metal_stack.png
Only two layers are drawn.
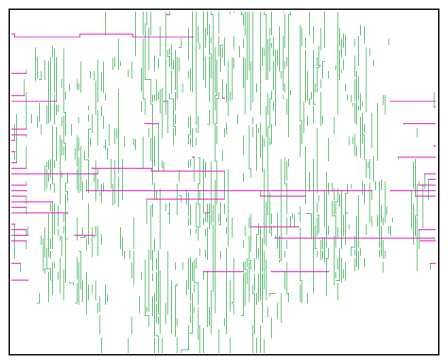
registers.png
The bar under the picture is 20 um long. Other sequential cells in the stronger grey, the rest of the logic in the fainter grey.
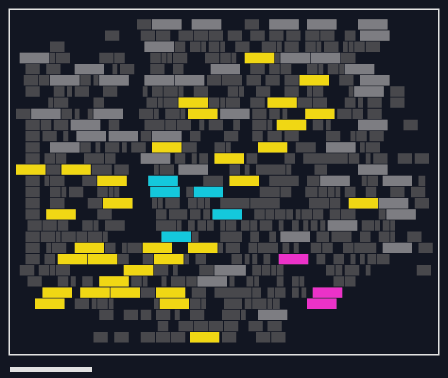
port_nets.png
The bar under the picture is 20 um long.
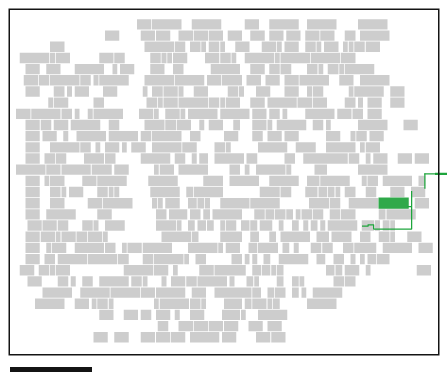
met1.png
The bar under the picture is 20 um long. Supply wires on this layer in grey. Cells faint in the background.
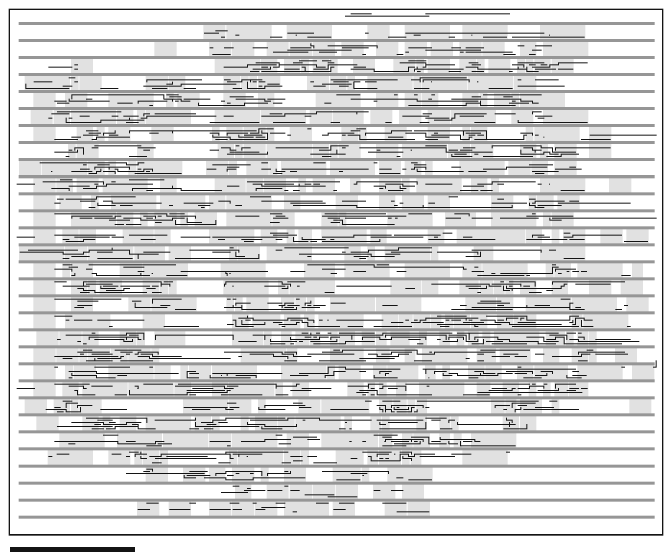
## src/rtl/branch_compare_serial_ctrl_if.sv

```systemverilog
`default_nettype none
// ============================================================================
// Module   : branch_compare_serial_ctrl_if
// Brief    : Request/result bundle for the bit-serial branch-condition unit.
// Revision : 1.0 - initial release
// ============================================================================
interface branch_compare_serial_ctrl_if #(
    parameter int WIDTH = 32
);
    logic             start_i;
    logic [WIDTH-1:0] op_a_i;
    logic [WIDTH-1:0] op_b_i;
    logic [2:0]       funct3_i;
    logic             busy_o;
    logic             done_o;
    logic             taken_o;
    logic             greater_o;
    logic             equal_o;
    logic             lesser_o;
    logic             error_o;

    modport master (
        output start_i, op_a_i, op_b_i, funct3_i,
        input  busy_o, done_o, taken_o, greater_o, equal_o, lesser_o, error_o
    );

    modport slave (
        input  start_i, op_a_i, op_b_i, funct3_i,
        output busy_o, done_o, taken_o, greater_o, equal_o, lesser_o, error_o
    );
endinterface
`default_nettype wire

```

## src/rtl/branch_compare_serial_ctrl.sv

```systemverilog
`default_nettype none
// ============================================================================
// Module   : branch_compare_serial_ctrl
// Brief    : Bit-serial (LSB first) branch comparator with funct3 decode.
// Revision : 1.0 - initial release
// ============================================================================
module branch_compare_serial_ctrl #(
    parameter int WIDTH = 32
) (
    input  logic                         clk_i,
    input  logic                         rst_i,
    branch_compare_serial_ctrl_if.slave  bus
);
    localparam int              c_cnt_w   = $clog2(WIDTH);
    localparam logic [c_cnt_w-1:0] c_last = c_cnt_w'(WIDTH - 1);

    localparam logic [1:0] c_st_idle  = 2'd0;
    localparam logic [1:0] c_st_shift = 2'd1;
    localparam logic [1:0] c_st_done  = 2'd2;

    logic [1:0]         r_state;
    logic [1:0]         w_next_state;
    logic [WIDTH-1:0]   r_a_sh;
    logic [WIDTH-1:0]   r_b_sh;
    logic [2:0]         r_funct3;
    logic [c_cnt_w-1:0] r_cnt;
    logic               r_flag_gt, r_flag_eq, r_flag_lt;
    logic               r_taken, r_gt, r_eq, r_lt, r_err;
    logic               w_busy, w_done;
    logic               w_illegal_in, w_signed, w_last;
    logic               w_cell_a, w_cell_b, w_cell_same;
    logic               w_cell_gt, w_cell_eq, w_cell_lt;

    function automatic logic f_taken(input logic [2:0] f, input logic eq, input logic lt);
        case (f)
            3'b000:         return eq;
            3'b001:         return ~eq;
            3'b100, 3'b110: return lt;
            3'b101, 3'b111: return ~lt;
            default:        return 1'b0;
        endcase
    endfunction

    assign w_illegal_in = (bus.funct3_i[2:1] == 2'b01);
    assign w_signed     = (r_funct3[2:1] == 2'b10);
    assign w_last       = (r_cnt == c_last);

    // Swapping the sign bits on the final (MSB) step turns the unsigned cell into a signed compare.
    assign w_cell_a    = (w_signed && w_last) ? r_b_sh[0] : r_a_sh[0];
    assign w_cell_b    = (w_signed && w_last) ? r_a_sh[0] : r_b_sh[0];
    assign w_cell_same = ~(w_cell_a ^ w_cell_b);
    assign w_cell_gt   = (w_cell_a & ~w_cell_b) | (w_cell_same & r_flag_gt);
    assign w_cell_lt   = (~w_cell_a & w_cell_b) | (w_cell_same & r_flag_lt);
    assign w_cell_eq   = w_cell_same & r_flag_eq;

    always_ff @(posedge clk_i) begin
        if (rst_i) begin
            r_state <= c_st_idle;
        end else begin
            r_state <= w_next_state;
        end
    end

    always_comb begin
        w_next_state = r_state;
        case (r_state)
            c_st_idle:  if (bus.start_i) w_next_state = w_illegal_in ? c_st_done : c_st_shift;
            c_st_shift: if (w_last)      w_next_state = c_st_done;
            c_st_done:  w_next_state = c_st_idle;
            default:    w_next_state = c_st_idle;
        endcase
    end

    always_comb begin
        w_busy = 1'b0;
        w_done = 1'b0;
        case (r_state)
            c_st_shift: w_busy = 1'b1;
            c_st_done: begin
                w_busy = 1'b1;
                w_done = 1'b1;
            end
            default: ;
        endcase
    end

    // Results are written on the edge that enters DONE so they are valid with done_o.
    always_ff @(posedge clk_i) begin
        if (rst_i) begin
            r_a_sh    <= '0;
            r_b_sh    <= '0;
            r_funct3  <= 3'b000;
            r_cnt     <= '0;
            r_flag_gt <= 1'b0;
            r_flag_eq <= 1'b0;
            r_flag_lt <= 1'b0;
            r_taken   <= 1'b0;
            r_gt      <= 1'b0;
            r_eq      <= 1'b0;
            r_lt      <= 1'b0;
            r_err     <= 1'b0;
        end else begin
            case (r_state)
                c_st_idle: begin
                    if (bus.start_i) begin
                        r_a_sh    <= bus.op_a_i;
                        r_b_sh    <= bus.op_b_i;
                        r_funct3  <= bus.funct3_i;
                        r_cnt     <= '0;
                        r_flag_gt <= 1'b0;
                        r_flag_eq <= 1'b1;
                        r_flag_lt <= 1'b0;
                        r_err     <= w_illegal_in;
                        if (w_illegal_in) begin
                            r_taken <= 1'b0;
                            r_gt    <= 1'b0;
                            r_eq    <= 1'b0;
                            r_lt    <= 1'b0;
                        end
                    end
                end
                c_st_shift: begin
                    r_a_sh    <= {1'b0, r_a_sh[WIDTH-1:1]};
                    r_b_sh    <= {1'b0, r_b_sh[WIDTH-1:1]};
                    r_cnt     <= r_cnt + c_cnt_w'(1);
                    r_flag_gt <= w_cell_gt;
                    r_flag_eq <= w_cell_eq;
                    r_flag_lt <= w_cell_lt;
                    if (w_last) begin
                        r_gt    <= w_cell_gt;
                        r_eq    <= w_cell_eq;
                        r_lt    <= w_cell_lt;
                        r_taken <= f_taken(r_funct3, w_cell_eq, w_cell_lt);
                    end
                end
                default: ;
            endcase
        end
    end

    assign bus.busy_o    = w_busy;
    assign bus.done_o    = w_done;
    assign bus.taken_o   = r_taken;
    assign bus.greater_o = r_gt;
    assign bus.equal_o   = r_eq;
    assign bus.lesser_o  = r_lt;
    assign bus.error_o   = r_err;
endmodule
`default_nettype wire

```

## src/flat_wrapper.sv

```systemverilog
// flat-port wrapper written by rule: the top's interface ports become plain ports
module branch_compare_serial_ctrl_flat 
#(
    parameter int WIDTH = 32
)
  (clk_i, rst_i, bus_start_i, bus_op_a_i, bus_op_b_i, bus_funct3_i, bus_busy_o, bus_done_o, bus_taken_o, bus_greater_o, bus_equal_o, bus_lesser_o, bus_error_o);
  branch_compare_serial_ctrl_if #(.WIDTH(WIDTH)) bus_i ();
  input  logic clk_i;
  input  logic rst_i;
  input wire logic [$bits(bus_i.start_i)-1:0] bus_start_i;
  input wire logic [$bits(bus_i.op_a_i)-1:0] bus_op_a_i;
  input wire logic [$bits(bus_i.op_b_i)-1:0] bus_op_b_i;
  input wire logic [$bits(bus_i.funct3_i)-1:0] bus_funct3_i;
  output wire logic [$bits(bus_i.busy_o)-1:0] bus_busy_o;
  output wire logic [$bits(bus_i.done_o)-1:0] bus_done_o;
  output wire logic [$bits(bus_i.taken_o)-1:0] bus_taken_o;
  output wire logic [$bits(bus_i.greater_o)-1:0] bus_greater_o;
  output wire logic [$bits(bus_i.equal_o)-1:0] bus_equal_o;
  output wire logic [$bits(bus_i.lesser_o)-1:0] bus_lesser_o;
  output wire logic [$bits(bus_i.error_o)-1:0] bus_error_o;
  assign bus_i.start_i = bus_start_i;
  assign bus_i.op_a_i = bus_op_a_i;
  assign bus_i.op_b_i = bus_op_b_i;
  assign bus_i.funct3_i = bus_funct3_i;
  assign bus_busy_o = bus_i.busy_o;
  assign bus_done_o = bus_i.done_o;
  assign bus_taken_o = bus_i.taken_o;
  assign bus_greater_o = bus_i.greater_o;
  assign bus_equal_o = bus_i.equal_o;
  assign bus_lesser_o = bus_i.lesser_o;
  assign bus_error_o = bus_i.error_o;
  branch_compare_serial_ctrl #(.WIDTH(WIDTH)) u_core (.clk_i(clk_i), .rst_i(rst_i), .bus(bus_i));
endmodule
```

## config.mk

```make
export PLATFORM = sky130hd
export DESIGN_NAME = branch_compare_serial_ctrl_flat
export DESIGN_NICKNAME = d
export VERILOG_FILES = /design/src/rtl/branch_compare_serial_ctrl_if.sv /design/src/rtl/branch_compare_serial_ctrl.sv /design/src/flat_wrapper.sv
export SDC_FILE = /design/constraint.sdc
export NUM_CORES = 1
export LEC_CHECK = 0
export CORE_ASPECT_RATIO = 0.8
export CORE_UTILIZATION = 45
export CTS_CLUSTER_SIZE = 12
export DETAILED_ROUTE_END_ITERATION = 8
export PLACE_DENSITY = 0.79
export SLEW_MARGIN = 20
export SYNTH_ARGS = -nofsm -noshare
export SYNTH_HDL_FRONTEND = slang
export SYNTH_SLANG_ARGS = --single-unit
```

## constraint.sdc

```tcl
create_clock -name clk_i -period 2 [get_ports clk_i]
set_input_delay 0.3 -clock clk_i [delete_from_list [all_inputs] [get_ports clk_i]]
set_output_delay 0.3 -clock clk_i [all_outputs]
set_load 0.01 [all_outputs]
```

==> flow_summary.yaml <==
# synthesis and place-and-route metrics
layout:
  comb_area_mm2: 0.00197
  buf_share_pct: 18.2
  drive_gt1_share_pct: 6.77
  design.final.nets: 543
  non_clock_inverter_count: 3
  comb_cells: 286
  fin_cells: 581
  area_share_clock_buf_inv_pct: 4.06
  antenna_cells_inserted: 0
  area_delta_synth_final_pct: 28.7
synth:
  xor_xnor_cells_area_fraction_pct: 0.466
  post_synth_num_cell_types: 36
  post_synth_most_frequent_cells: "dfxtp_1 (82), nor2_1 (73), mux2i_1 (66)"
  async_flop_share_pct: 0
  post_synth.cell_area_avg_um2: 9.31
  synth.top_cell.area_share_pct: 43.7
  synth.mux.area_fraction_pct: 18.0
  synth.area.top_cells: "dfxtp_1 (44%), mux2i_1 (18%), a211oi_1 (13%)"
  number_of_instances_in_the_synthesized_netlist: 404
  yosysWarningCount: 0
  aoi_share_pct: 17.4
  synth.cellmix.adderShare_pct: 1.66
  postSynth.topFlopCell: "dfxtp_1"
  yosys.stat.seqShare_pct: 43.7
  syn-num-nets: 479
global_route:
  grt_pass1_wl_mm: 13.6
  grt_max_degree: 57
  antenna_found_initial: 0
timing:
  final_worst_path_period_need_ns: 1.88
  totalNegativeSetupSlack_ns: 0
  hold_viol: 0
  worstMarginPinSlew_ns: 0.675
  worst_clock_skew_ns: 0.00822
  max_clock_freq_mhz: 532
clock_tree:
  clock_tree_from_tritoncts: "built"
  root_buffer: "clkbuf_8"
  ctsResizeCount: 0
  tritoncts_buffers: 9
  htree_num_levels: 3
  count_of_buffers_added_by_post_cts_timing_repair_for_setup: 0
  path_clk_slew_ns: 0.08
  cts.sinks: 82
route:
  drt_pass1_iterations: 5
  drt_iter0_drc: 116
  vias_per_cell: 5.25
  final_antenna_net_count: 0
  remaining_design_rule_violation_count: 0
critical_path:
  critPathBufInv: 2
  category_of_the_worst_setup_path_capture_point: "output pin"
  cpPeakStageDelay_ns: 0.53
  critPathLaunch: "u_core.r_state[1]$_SDFFE_PP0P_"
  worst-setup-path-type: "flip-flop to output pin"
  dominant_delay_contributor_by_cell_family_on_the_critical_path: "buffers and inverters"
  startpoint_type: "flip-flop"
  worst_ep_arrival_time_ns: 1.58
  cp_required_ns: 1.70
  worstPathCellList: "inv_1 > ha_1 > clkdlybuf4s50_1"
run:
  warning_count: 28
  maxCapViolations: 0
place:
  place_congestion: 0.779
  dp.cells: 565
floorplan:
  die_span_in_x_um: 104
  chipArea_mm2: 0.00873
  fp_density_pct: 46.9
  dieHeight_um: 83.8
  rows: 29
  tapcell.inserted: 108
min_path:
  min_from: "rst_i"
  hold_path_class: "primary input to flip-flop"
power:
  vdd_ir_drop_max_v: 0.000529
status:
  status: "complete, no violations"
## Picture notes: metal_stack.png
[met3] magenta | wire length: 428 um
[met2] green | wire length: 3700 um
detailed-route wire length: 8.09 mm
GRT Util Overall: 19.4%
total via count in the routed design: 3051
WL/cell: 13.9 um

## Picture notes: registers.png
[u_core.r_a_sh] yellow | placed flops: 32
[u_core.r_funct3] magenta | placed flops: 3
[u_core.r_cnt] cyan | placed flops: 5 | where: centre
not coloured: 42
share of cell area taken by flip-flops and latches: 33.9%
footprint of the flip-flops and latches: 0.00164 mm^2
final core utilization: 60.4%

## Picture notes: port_nets.png
[bus_equal_o] green | bits: 1 | direction: output | edge: east | end cells: 1 | buffers: 1 | wire: 29.5 um
ports placed on the boundary: 77
IO Port Bufs: 76

## Picture notes: met1.png
main direction: horizontal
share of all routed wire: 48%
wire length on this layer: 3900 um
met1 Track Usage GR: 25.4%

-- power by group --
| part | internal [uW] | switching [uW] | leakage [uW] | total [uW] |
|---|---|---|---|---|
| clock | 613 | 593 | 0.0000966 | 1210 |
| combinational | 505 | 518 | 0.000933 | 1020 |
| sequential | 1850 | 128 | 0.000677 | 1980 |
-- registers in the layout (all words and copies together), names as in the netlist --
name	flops
u_core.bus.error_o	1
u_core.r_flag_eq	1
u_core.bus.equal_o	1
u_core.r_cnt	5
u_core.bus.taken_o	1
u_core.r_b_sh	32
u_core.r_flag_lt	1
u_core.r_state	2
u_core.r_a_sh	32
u_core.bus.greater_o	1
u_core.r_funct3	3
u_core.bus.lesser_o	1
u_core.r_flag_gt	1
-- layer usage --
metal	track usage [%]	wire [um]	up-vias
li1	-	-	1590
met1	25.4	3900	1393
met2	30.9	3700	62
met3	6.01	428	6
met4	5.58	68	0
met5	0	0	-
-- worst paths after layout --
check,slack [ns],endpoint,cells after the start
worst max-delay path,0.12,bus_busy_o,3
worst min-delay path,0.29,u_core.bus.error_o$_SDFFE_PP0P_,2
worst max register to register,0.18,u_core.bus.taken_o$_SDFFE_PP0P_,7
worst min register to register,0.47,u_core.bus.greater_o$_SDFFE_PP0P_,2
-- through the flow --
| step | power [uW] | setup WS, ns | hold slack, ns | instance area (um^2) |
|---|---|---|---|---|
| floorplan | 2690 | 0.206 | 0.448 | 3760 |
| global placement | 2990 | 0.145 | 0.444 | 4640 |
| detailed placement | 3030 | 0.0790 | 0.466 | 4640 |
| CTS | 4230 | 0.0400 | 0.281 | 4830 |
| global route | 4450 | 0.0227 | 0.296 | 4840 |
| finish | 4200 | 0.121 | 0.293 | 4840 |
Power figures rest on the tool's default switching activity, not on a simulated workload.
